$ cat config.mk
export PLATFORM = sky130hd
export DESIGN_NAME = dt_estimator_mc_flat
export DESIGN_NICKNAME = d
export VERILOG_FILES = /design/src/rtl/dt_estimator_mc_if.sv /design/src/rtl/dt_estimator_mc.sv /design/src/flat_wrapper.sv
export SDC_FILE = /design/constraint.sdc
export NUM_CORES = 1
export LEC_CHECK = 0
export CELL_PAD_IN_SITES_DETAIL_PLACEMENT = 0
export CELL_PAD_IN_SITES_GLOBAL_PLACEMENT = 1
export CORE_UTILIZATION = 45
export DETAILED_ROUTE_END_ITERATION = 10
export GPL_ROUTABILITY_DRIVEN = 0
export PLACE_DENSITY = 0.73
export SYNTH_ARGS = -nofsm -noshare
export SYNTH_HDL_FRONTEND = slang
export SYNTH_SLANG_ARGS = --single-unit
$ cat constraint.sdc
create_clock -name clk -period 15.7 [get_ports clk]
set_clock_uncertainty 0.1 [all_clocks]
set_input_delay 4.71 -clock clk [delete_from_list [all_inputs] [get_ports clk]]
set_output_delay 4.71 -clock clk [all_outputs]
set_load 0.02 [all_outputs]
$ cat src/rtl/dt_estimator_mc_if.sv
// Sample/result stream bundle for dt_estimator_mc: upstream samples in, smoothed dT results out.
// The master side sources samples and sinks results; the estimator uses the slave side.
interface dt_estimator_mc_if #(
  parameter int NCH = 4,
  parameter int W   = 8
);
  localparam int CHW = (NCH > 1) ? $clog2(NCH) : 1;

  logic                  s_valid;
  logic                  s_ready;
  logic [CHW-1:0]        s_ch;
  logic signed [W-1:0]   s_T;
  logic                  s_init;
  logic                  m_valid;
  logic                  m_ready;
  logic [CHW-1:0]        m_ch;
  logic signed [W-1:0]   m_dT;
  logic                  m_dt_valid;

  modport master (
    output s_valid, s_ch, s_T, s_init, m_ready,
    input  s_ready, m_valid, m_ch, m_dT, m_dt_valid
  );

  modport slave (
    input  s_valid, s_ch, s_T, s_init, m_ready,
    output s_ready, m_valid, m_ch, m_dT, m_dt_valid
  );
endinterface

$ cat src/rtl/dt_estimator_mc.sv
// Multi-channel dT estimator: per-channel EMA of scaled temperature delta, clamped, with warm-up flag.
// Optional sticky clamp-hit flags are built only when DT_EST_STATS_EN is defined.
module dt_estimator_mc #(
  parameter int NCH    = 4,
  parameter int W      = 8,
  parameter int FRAC   = 7,
  parameter int WARMUP = 1
) (
  input  logic            clk,
  input  logic            rst_n,
  dt_estimator_mc_if.slave bus,
  input  logic [7:0]      alpha,
  input  logic [3:0]      k_dt,
  input  logic [W-1:0]    d_max,
  output logic [NCH-1:0]  sat_flags,
  input  logic            sat_clr
);
  localparam int CHW = (NCH > 1) ? $clog2(NCH) : 1;
  localparam int EW  = W + FRAC;
  localparam int PW  = W + FRAC + 12;
  localparam logic [W-1:0]         DMAX    = {1'b0, {(W-1){1'b1}}};
  localparam logic [3:0]           FRAC4   = 4'(FRAC);
  localparam logic [3:0]           WARM4   = 4'(WARMUP);
  localparam logic signed [PW-1:0] RND_ADD = PW'((1 << FRAC) - 1);

  logic signed [W-1:0]  t_prev_q [NCH];
  logic signed [W-1:0]  t_prev_d [NCH];
  logic signed [EW-1:0] ema_q    [NCH];
  logic signed [EW-1:0] ema_d    [NCH];
  logic [3:0]           warm_q   [NCH];
  logic [3:0]           warm_d   [NCH];

  logic                 m_valid_q, m_valid_d;
  logic [CHW-1:0]       m_ch_q, m_ch_d;
  logic signed [W-1:0]  m_dt_q, m_dt_d;
  logic                 m_dt_valid_q, m_dt_valid_d;

  logic                 accept, ch_ok, hit;
  logic [CHW-1:0]       idx;
  logic [3:0]           k_lim, warm_nx;
  logic [W-1:0]         lim;
  logic signed [W:0]    delta;
  logic signed [PW-1:0] ds_x, ema_x, a_x, na_x, e_raw, dm_x, e_clamp, rnd;

  assign bus.s_ready    = !m_valid_q || bus.m_ready;
  assign bus.m_valid    = m_valid_q;
  assign bus.m_ch       = m_ch_q;
  assign bus.m_dT       = m_dt_q;
  assign bus.m_dt_valid = m_dt_valid_q;

  always_comb begin
    accept  = bus.s_valid && bus.s_ready;
    ch_ok   = (int'(bus.s_ch) < NCH);
    idx     = ch_ok ? bus.s_ch : '0;
    k_lim   = (k_dt > FRAC4) ? FRAC4 : k_dt;
    lim     = (d_max > DMAX) ? DMAX : d_max;
    delta   = {bus.s_T[W-1], bus.s_T} - {t_prev_q[idx][W-1], t_prev_q[idx]};
    ds_x    = {{(PW-W-1){delta[W]}}, delta};
    ds_x    = (ds_x <<< FRAC) >>> k_lim;
    ema_x   = {{(PW-EW){ema_q[idx][EW-1]}}, ema_q[idx]};
    a_x     = {{(PW-8){1'b0}}, alpha};
    na_x    = {{(PW-9){1'b0}}, 9'd256} - a_x;
    e_raw   = (ema_x * na_x + ds_x * a_x) >>> 8;
    dm_x    = {{(PW-W){1'b0}}, lim} <<< FRAC;
    hit     = 1'b0;
    e_clamp = e_raw;
    if (e_raw > dm_x) begin
      e_clamp = dm_x;
      hit     = 1'b1;
    end else if (e_raw < -dm_x) begin
      e_clamp = -dm_x;
      hit     = 1'b1;
    end
    // Bias negatives up so the arithmetic shift truncates toward zero.
    rnd     = e_clamp[PW-1] ? e_clamp + RND_ADD : e_clamp;
    warm_nx = (warm_q[idx] < WARM4) ? warm_q[idx] + 4'd1 : warm_q[idx];

    t_prev_d     = t_prev_q;
    ema_d        = ema_q;
    warm_d       = warm_q;
    m_valid_d    = m_valid_q && !bus.m_ready;
    m_ch_d       = m_ch_q;
    m_dt_d       = m_dt_q;
    m_dt_valid_d = m_dt_valid_q;
    if (accept && ch_ok) begin
      m_valid_d     = 1'b1;
      m_ch_d        = idx;
      t_prev_d[idx] = bus.s_T;
      if (bus.s_init) begin
        ema_d[idx]   = '0;
        warm_d[idx]  = '0;
        m_dt_d       = '0;
        m_dt_valid_d = 1'b0;
      end else begin
        ema_d[idx]   = e_clamp[EW-1:0];
        warm_d[idx]  = warm_nx;
        m_dt_d       = W'(rnd >>> FRAC);
        m_dt_valid_d = (warm_nx == WARM4);
      end
    end
  end

  always_ff @(posedge clk or negedge rst_n) begin
    if (!rst_n) begin
      m_valid_q    <= 1'b0;
      m_ch_q       <= '0;
      m_dt_q       <= '0;
      m_dt_valid_q <= 1'b0;
      for (int i = 0; i < NCH; i++) begin
        t_prev_q[i] <= '0;
        ema_q[i]    <= '0;
        warm_q[i]   <= '0;
      end
    end else begin
      m_valid_q    <= m_valid_d;
      m_ch_q       <= m_ch_d;
      m_dt_q       <= m_dt_d;
      m_dt_valid_q <= m_dt_valid_d;
      t_prev_q     <= t_prev_d;
      ema_q        <= ema_d;
      warm_q       <= warm_d;
    end
  end

`ifdef DT_EST_STATS_EN
  logic [NCH-1:0] sat_q, sat_d;

  // A clamp on the same cycle as a clear still leaves the flag set.
  always_comb begin
    sat_d = sat_q;
    if (sat_clr) sat_d = '0;
    if (accept && ch_ok && !bus.s_init && hit) sat_d[idx] = 1'b1;
  end

  always_ff @(posedge clk or negedge rst_n) begin
    if (!rst_n) sat_q <= '0;
    else        sat_q <= sat_d;
  end

  assign sat_flags = sat_q;
`else
  logic unused_stats;
  assign unused_stats = sat_clr ^ hit;
  assign sat_flags    = '0;
`endif

endmodule

$ cat src/flat_wrapper.sv
// flat-port wrapper written by rule: the top's interface ports become plain ports
module dt_estimator_mc_flat 
#(
  parameter int NCH    = 4,
  parameter int W      = 8,
  parameter int FRAC   = 7,
  parameter int WARMUP = 1
)
  (clk, rst_n, alpha, k_dt, d_max, sat_flags, sat_clr, bus_s_valid, bus_s_ch, bus_s_T, bus_s_init, bus_m_ready, bus_s_ready, bus_m_valid, bus_m_ch, bus_m_dT, bus_m_dt_valid);
  dt_estimator_mc_if #(.NCH(NCH), .W(W)) bus_i ();
  input  logic clk;
  input  logic rst_n;
  input  logic [7:0] alpha;
  input  logic [3:0] k_dt;
  input  logic [W-1:0] d_max;
  output logic [NCH-1:0] sat_flags;
  input  logic sat_clr;
  input wire logic [$bits(bus_i.s_valid)-1:0] bus_s_valid;
  input wire logic [$bits(bus_i.s_ch)-1:0] bus_s_ch;
  input wire logic [$bits(bus_i.s_T)-1:0] bus_s_T;
  input wire logic [$bits(bus_i.s_init)-1:0] bus_s_init;
  input wire logic [$bits(bus_i.m_ready)-1:0] bus_m_ready;
  output wire logic [$bits(bus_i.s_ready)-1:0] bus_s_ready;
  output wire logic [$bits(bus_i.m_valid)-1:0] bus_m_valid;
  output wire logic [$bits(bus_i.m_ch)-1:0] bus_m_ch;
  output wire logic [$bits(bus_i.m_dT)-1:0] bus_m_dT;
  output wire logic [$bits(bus_i.m_dt_valid)-1:0] bus_m_dt_valid;
  assign bus_i.s_valid = bus_s_valid;
  assign bus_i.s_ch = bus_s_ch;
  assign bus_i.s_T = bus_s_T;
  assign bus_i.s_init = bus_s_init;
  assign bus_i.m_ready = bus_m_ready;
  assign bus_s_ready = bus_i.s_ready;
  assign bus_m_valid = bus_i.m_valid;
  assign bus_m_ch = bus_i.m_ch;
  assign bus_m_dT = bus_i.m_dT;
  assign bus_m_dt_valid = bus_i.m_dt_valid;
  dt_estimator_mc #(.NCH(NCH), .W(W), .FRAC(FRAC), .WARMUP(WARMUP)) u_core (.clk(clk), .rst_n(rst_n), .bus(bus_i), .alpha(alpha), .k_dt(k_dt), .d_max(d_max), .sat_flags(sat_flags), .sat_clr(sat_clr));
endmodule
==> run_1/detail.png <==
Window x 37 to 62, y 137 to 162 µm. Cells in gray, sequential cells in the stronger gray; small squares are vias.
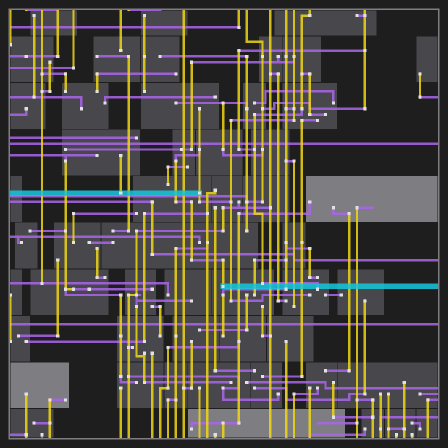
Key: cyan = metal 3; yellow = metal 2; purple = metal 1
44 logic cells have their middle in the window. Most frequent: buf_4 (11), ha_1 (4). Netlist names of flops here include u_core.ema_q (2). Sequential cells in the window: 2.

==> run_1/congestion.png <==
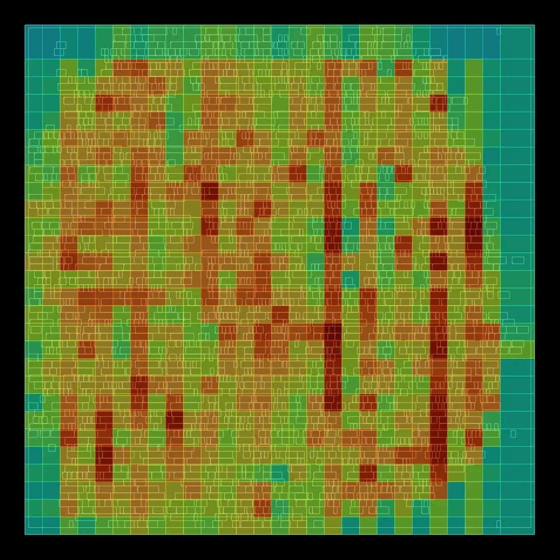
GRT met1 Usage: 32.16%
Core Util, Final: 58.55%
busiest layer in global routing: met2
GR Layer Usage met2: 40.41%

==> run_1/sizes.png <==
(2 px per µm)
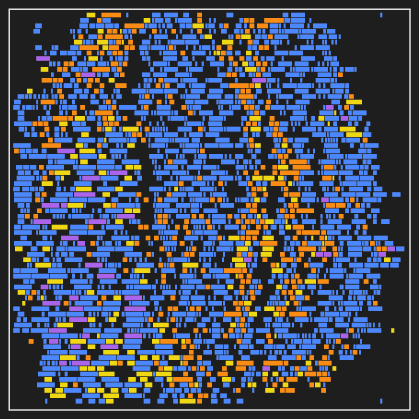
Key: purple = _6 and larger [cells 41, share 1.8%]; blue = _0 and _1 cells [cells 1647, share 73%]; orange = _3 and _4 cells [cells 396, share 18%]; yellow = _2 cells [cells 175, share 7.7%]

==> run_1/layer_met1.png <==
(2 px per µm)
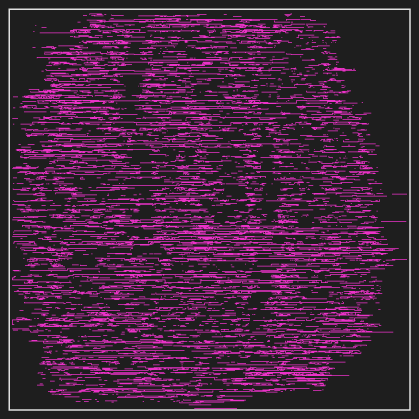
The wires run mostly horizontal. The layer carries 20.7 mm of wire.

run 1: registers in the layout, summed over array words and instances (netlist names):
register	cells
u_core.ema_q	60
u_core.t_prev_q	32
u_core.warm_q	16
u_core.bus.m_dT	8
u_core.bus.m_ch	2
u_core.bus.m_dt_valid	1
u_core.bus.m_valid	1
run 1: cell type report:
cell class / instances / area (µm²)
fillers: 3498 / 15980
multi-input cells: 1386 / 13890
repair buffers: 402 / 3238
flip-flops and latches: 120 / 3003
inverters: 319 / 1199
well taps: 518 / 648.1
clock buffers: 21 / 470.5
clock inverters: 11 / 121.4
diodes: 1 / 2.502
run 1: layer usage:
metal,wire (µm),track usage (%),up-vias
met5,0,0,-
met4,667,4.948,0
met3,1075,1.586,48
met2,21860,40.41,194
met1,20680,32.16,7019
li1,-,-,6785
==> summary.txt, run 1 <==
status: finished clean
IO Count: 53
share of layout cells above drive strength 1: 27.09%
Yosys chip area: 17580 µm²
iteration tally of the first detailed-router pass: 5
IO buf count: 47
Hold Violations, Final: 0
fa+ha+maj area frac: 38.15%
count of library flops with an enable pin: 0
final cell count without fillers: 2778
Avg Cell Area, Syn: 9.284 µm²
area leader, netlist: fa_1
Startpoint Class: primary input
Critical path origin: bus_s_ch[0]
distinct lib cells: 81
Synth async-reset ratio: 100.0%
post-route cell area: 22580 µm²
Main logic family: adder cells
worst r2r src: u_core.t_prev_q[9]$_DFFE_PN0P_
Max-Slew Margin vs Limit: 35.64%
CTS buffer count: 17
Clock Tree Buf Depth: 2
DR vias/cell: 5.056
Tot GR Track Use: 23.37%
Hold Path End: u_core.warm_q[8]$_DFFE_PN0P_
die height: 199.7 µm
Post-Synth XOR/XNOR Area: 3.700%
Rows: 72
DR iter-0 viols: 575
Hold Path Class: reg2reg
floorplan utilization: 45.61%
DIE AREA: 39870 µm²
Final TNS setup: 0 ns
most frequent cells in the layout: buf_4 (339), inv_1 (304), fa_1 (237)
Post-Synth AOI/OAI Area: 9.947%
Worst-Margin Slew: 0.9655 ns
antenna violations before repair: 1
clock slew at reported path FFs: 0.05 ns
cycle use final: 97.91%
Multiplexer share: 7.535%
yosys cell count: 1894
Max Fclk: 65.06 MHz
Core ar.: 38560 µm²
Setup crit end: u_core.bus.m_dT[7]$_DFFE_PN0P_
vias in the first global route: 14980
Crit Path Max Fanout: 6
Remaining DRCs: 0
pin count of the biggest net entering global routing: 77
CTS tree: done
DP Area: 20900 µm²
list of most frequent post-synthesis cells: inv_1 (316), fa_1 (242), nand2_1 (216)
yosys warns: 0
area share of the largest cell type after synthesis: 27.55%
tool warnings: 31
final worst path period need: 15.37 ns
Crit Path Class: in2reg
first-pass GRT wire length: 73370 µm
Worst-Skew Late Latency: 0.41 ns
CTS Hold Buffers Added: 0
CP most frequent cell: fa_1
biggest area cells: fa_1 (28%), dfrtp_1 (17%), ha_1 (11%), inv_1 (6.7%), nand2_1 (4.6%)
Min-Delay Startpoint: u_core.warm_q[8]$_DFFE_PN0P_
Crit path largest cell delay: 0.60 ns
register share after synthesis: 17.08%
Levels on crit path: 49
worst path bufs/invs: 10
Top cell excl fill/tap: buf_4
post-cts sizing count: 32
Worst EP arrival: 15.62 ns
Synth top cell by count: inv_1
Final nets: 2673
Reg2Reg Depth: 50
Basic Gates by Area: 15.01%
WL/cell: 15.94 µm
area growth from synthesis to layout: 28.38%
final WL: 44290 µm
Cells after DPL: 2711
DP Worst Slack: -0.8295 ns
post-detail-place hpwl: 36480 µm
Final Hold Slack: 0.3732 ns
Crit path required time: 15.95 ns
Chip Width: 199.7 µm
clk sink count: 120
clock root buffer: clkbuf_16
Slew Limit Fails: 0
antenna-violating nets left: 0
Gate Count Post-Synth: 1894
Mapped Area: 17580 µm²
final worst slack: 0.3288 ns
CP max-delay cell: fa_2
H-tree depth: 4
CP endpoint kind: flip-flop
Synthesized registers: 120
hold depth: 2
Post-CTS Setup Inserts: 2
R2R Path End: u_core.bus.m_dT[7]$_DFFE_PN0P_
R2R Setup Slk: 4.39 ns
Dominant flop cell: dfrtp_1
Max Cap Viol: 0
Largest delay share family, worst path: adder cells
Final setup violation count: 0
routed via count: 14050
GR Overflow Total: 0
--- run 2 (diff from run 1) ---
--- a/config.mk
+++ b/config.mk
@@ -7,6 +7,7 @@
 export LEC_CHECK = 0
 export CELL_PAD_IN_SITES_DETAIL_PLACEMENT = 0
 export CELL_PAD_IN_SITES_GLOBAL_PLACEMENT = 1
+export CORE_ASPECT_RATIO = 1.1
 export CORE_UTILIZATION = 45
 export DETAILED_ROUTE_END_ITERATION = 10
 export GPL_ROUTABILITY_DRIVEN = 0
==> run_2/layer_met1.png <==
(2 px per µm)
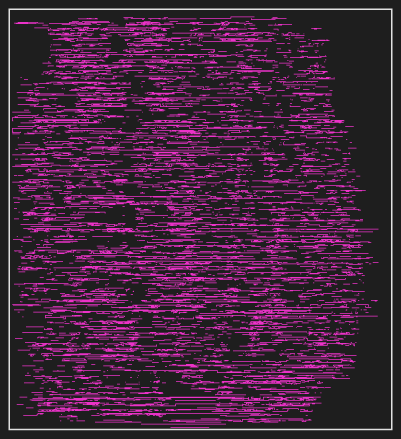
The layer carries 19700 µm of wire. The longest straight run is 48.5 µm.

==> run_2/sizes.png <==
(2 px per µm)
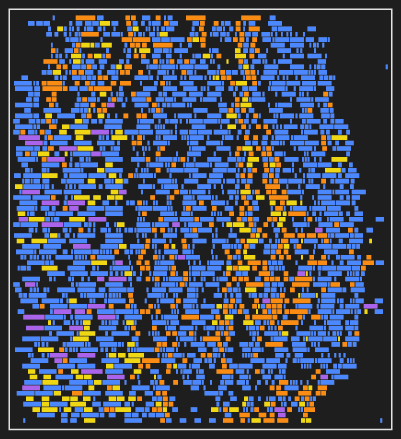
Key: blue = _0 and _1 cells [cells 1650, share 73%]; orange = _3 and _4 cells [cells 400, share 18%]; yellow = _2 cells [cells 165, share 7.3%]; purple = _6 and larger [cells 42, share 1.9%]

==> run 2 against run 1 <==
  * Global-route usage fell by 0.12 points
  * Synthesized cell count did not move
  * Final cell count shrank 0.76%
  * Die area hardly changed
  * Sequential share of layout area is essentially flat
  * Worst setup slack worse by 0.045 ns
  * Final area fell by 0.13%
  * Via count is 0.34% higher
  * Count of clock-buffer cells in the layout unchanged
  * Wire length down 2.5%
  * Largest cell class unchanged
  * Highest routed layer unchanged
==> summary.txt, run 2 <==
status: finished clean
Metal-1 WL: 19690 µm (-4.8%)
final worst path period need: 15.42 ns (+0.04490 ns)
Slew Limit Fails: 0 (unchanged)
GR Layer Usage met2: 40.25% (-0.16 points)
busiest layer in global routing: met2
biggest area cells: fa_1 (28%), dfrtp_1 (17%), ha_1 (11%), inv_1 (6.7%), nand2_1 (4.6%)
Final setup violation count: 0 (unchanged)
count of library flops with an enable pin: 0 (unchanged)
list of most frequent post-synthesis cells: inv_1 (316), fa_1 (242), nand2_1 (216)
most frequent cells in the layout: buf_4 (339), inv_1 (304), fa_1 (239)
Inverters excl. clock: 319 (unchanged)
Worst-Margin Slew: 1.009 ns (+0.04375 ns)
R2R Setup Slk: 4.34 ns (-0.05 ns)
yosys cell count: 1894 (unchanged)
Rows: 75 (+4.2%)
Max-Slew Margin vs Limit: 31.66% (-4.0 points)
DR vias/cell: 5.112 (+1.1%)
met3 usage: 2.023% (+0.44 points)
floorplan utilization: 45.93% (+0.32 points)
Logic area: 13870 µm² (-0.20%)
area share of the largest cell type after synthesis: 27.55% (unchanged)
Reg2Reg Depth: 50 (unchanged)
area leader, netlist: fa_1
CP endpoint kind: flip-flop
# diodes: 0 (-1)
GRT met1 Usage: 31.88% (-0.28 points)
pin count of the biggest net entering global routing: 83 (+7.8%)
Chip Width: 190.5 µm (-4.6%)
Synth async-reset ratio: 100.0% (unchanged)
Levels on crit path: 51 (+4.1%)
Seq area share: 13.32% (+0.017 points)
Gate Count Post-Synth: 1894 (unchanged)
hold depth: 2 (unchanged)
CTS buffer count: 17 (unchanged)
Core ar.: 38290 µm² (-0.70%)
clk sink count: 120 (unchanged)
post-cts sizing count: 36 (+13%)
Final TNS setup: 0 ns (unchanged)
Startpoint Class: primary input
buffer share of cell area: 14.36% (+0.018 points)
dominant class by area: combinational gates
Synthesized registers: 120 (unchanged)
GR Overflow Total: 0 (unchanged)
final WL: 43170 µm (-2.5%)
Mapped Area: 17580 µm² (unchanged)
Remaining DRCs: 0 (unchanged)
CTS tree: done
antenna violations before repair: 0 (-1)
routed wl met3: 1224 µm (+14%)
layout sequential cell count: 120 (unchanged)
Largest regs: u_core.ema_q: 60 flops, u_core.t_prev_q: 32 flops, u_core.warm_q: 16 flops
post-detail-place hpwl: 35760 µm (-2.0%)
Final Hold Slack: 0.3718 ns (-0.001373 ns)
Top cell excl fill/tap: buf_4
yosys warns: 0 (unchanged)
Worst EP arrival: 15.66 ns (+0.04 ns)
Crit Path Max Fanout: 7 (+1)
Critical path origin: bus_s_ch[0]
CP max-delay cell: fa_1
register share after synthesis: 17.08% (unchanged)
iteration tally of the first detailed-router pass: 5 (unchanged)
R2R Path End: u_core.bus.m_dT[7]$_DFFE_PN0P_
Worst-Skew Late Latency: 0.41 ns (about the same)
Crit Path Class: in2reg
max reg flops: 60 (unchanged)
Yosys chip area: 17580 µm² (unchanged)
Cells after DPL: 2697 (-0.52%)
area growth from synthesis to layout: 28.22%
DR iter-0 viols: 483 (-16%)
CTS Hold Buffers Added: 0 (unchanged)
Largest delay share family, worst path: adder cells
Non-Clock Buffer Count: 402 (unchanged)
first-pass GRT wire length: 74350 µm (+1.3%)
CP most frequent cell: fa_1
Dominant flop cell: dfrtp_1
clock-cell share of area: 2.736% (+0.11 points)
IO buf count: 47 (unchanged)
Synth top cell by count: inv_1
cycle use final: 98.19% (+0.29 points)
Clock Tree Buf Depth: 2 (unchanged)
WL met2: 21680 µm (-0.86%)
IO Count: 53 (unchanged)
Max Cap Viol: 0 (unchanged)
antenna-violating nets left: 0 (unchanged)
Post-CTS Setup Inserts: 1 (-1)
worst r2r src: u_core.t_prev_q[1]$_DFFE_PN0P_
Hold Path Class: reg2reg
Tot GR Track Use: 23.25% (-0.12 points)
post-route cell area: 22550 µm² (-0.13%)
==> run_2/placement_by_type.png <==
(2 px per µm)
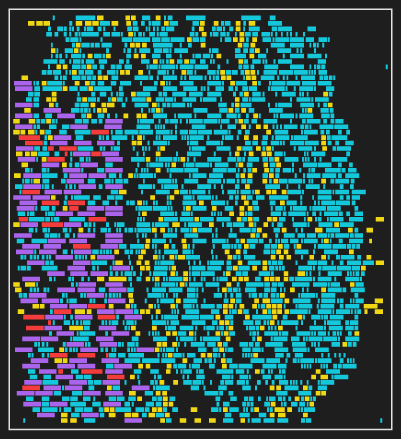
Key: yellow = remaining buffers and delay cells [cells 402, share of their area 15%]; red = clock drivers and dummy loads [cells 29, share of their area 2.8%]; purple = sequential cells [cells 120, share of their area 14%]; cyan = combinational and other logic [cells 1706, share of their area 69%]

-- run 2: cell count changes in the layout (fill, tap and decap cells not counted), sizes merged, moves of 2 or more --
cell | before | now
clkinvlp | 5 | 1
dlymetal6s2s | 6 | 4
buf | 358 | 356
clkbuf | 22 | 25
bufinv | 2 | 4
-- run 2: cell families after synthesis --
group | Yosys count | synth area share (%)
buf+inv | 392 | 8.538
simple gates | 554 | 15.01
other cells | 2 | 0.04271
flops | 120 | 17.08
compound gates | 264 | 9.947
mux | 101 | 7.535
fa+ha+maj | 391 | 38.15
xor+xnor | 70 | 3.700
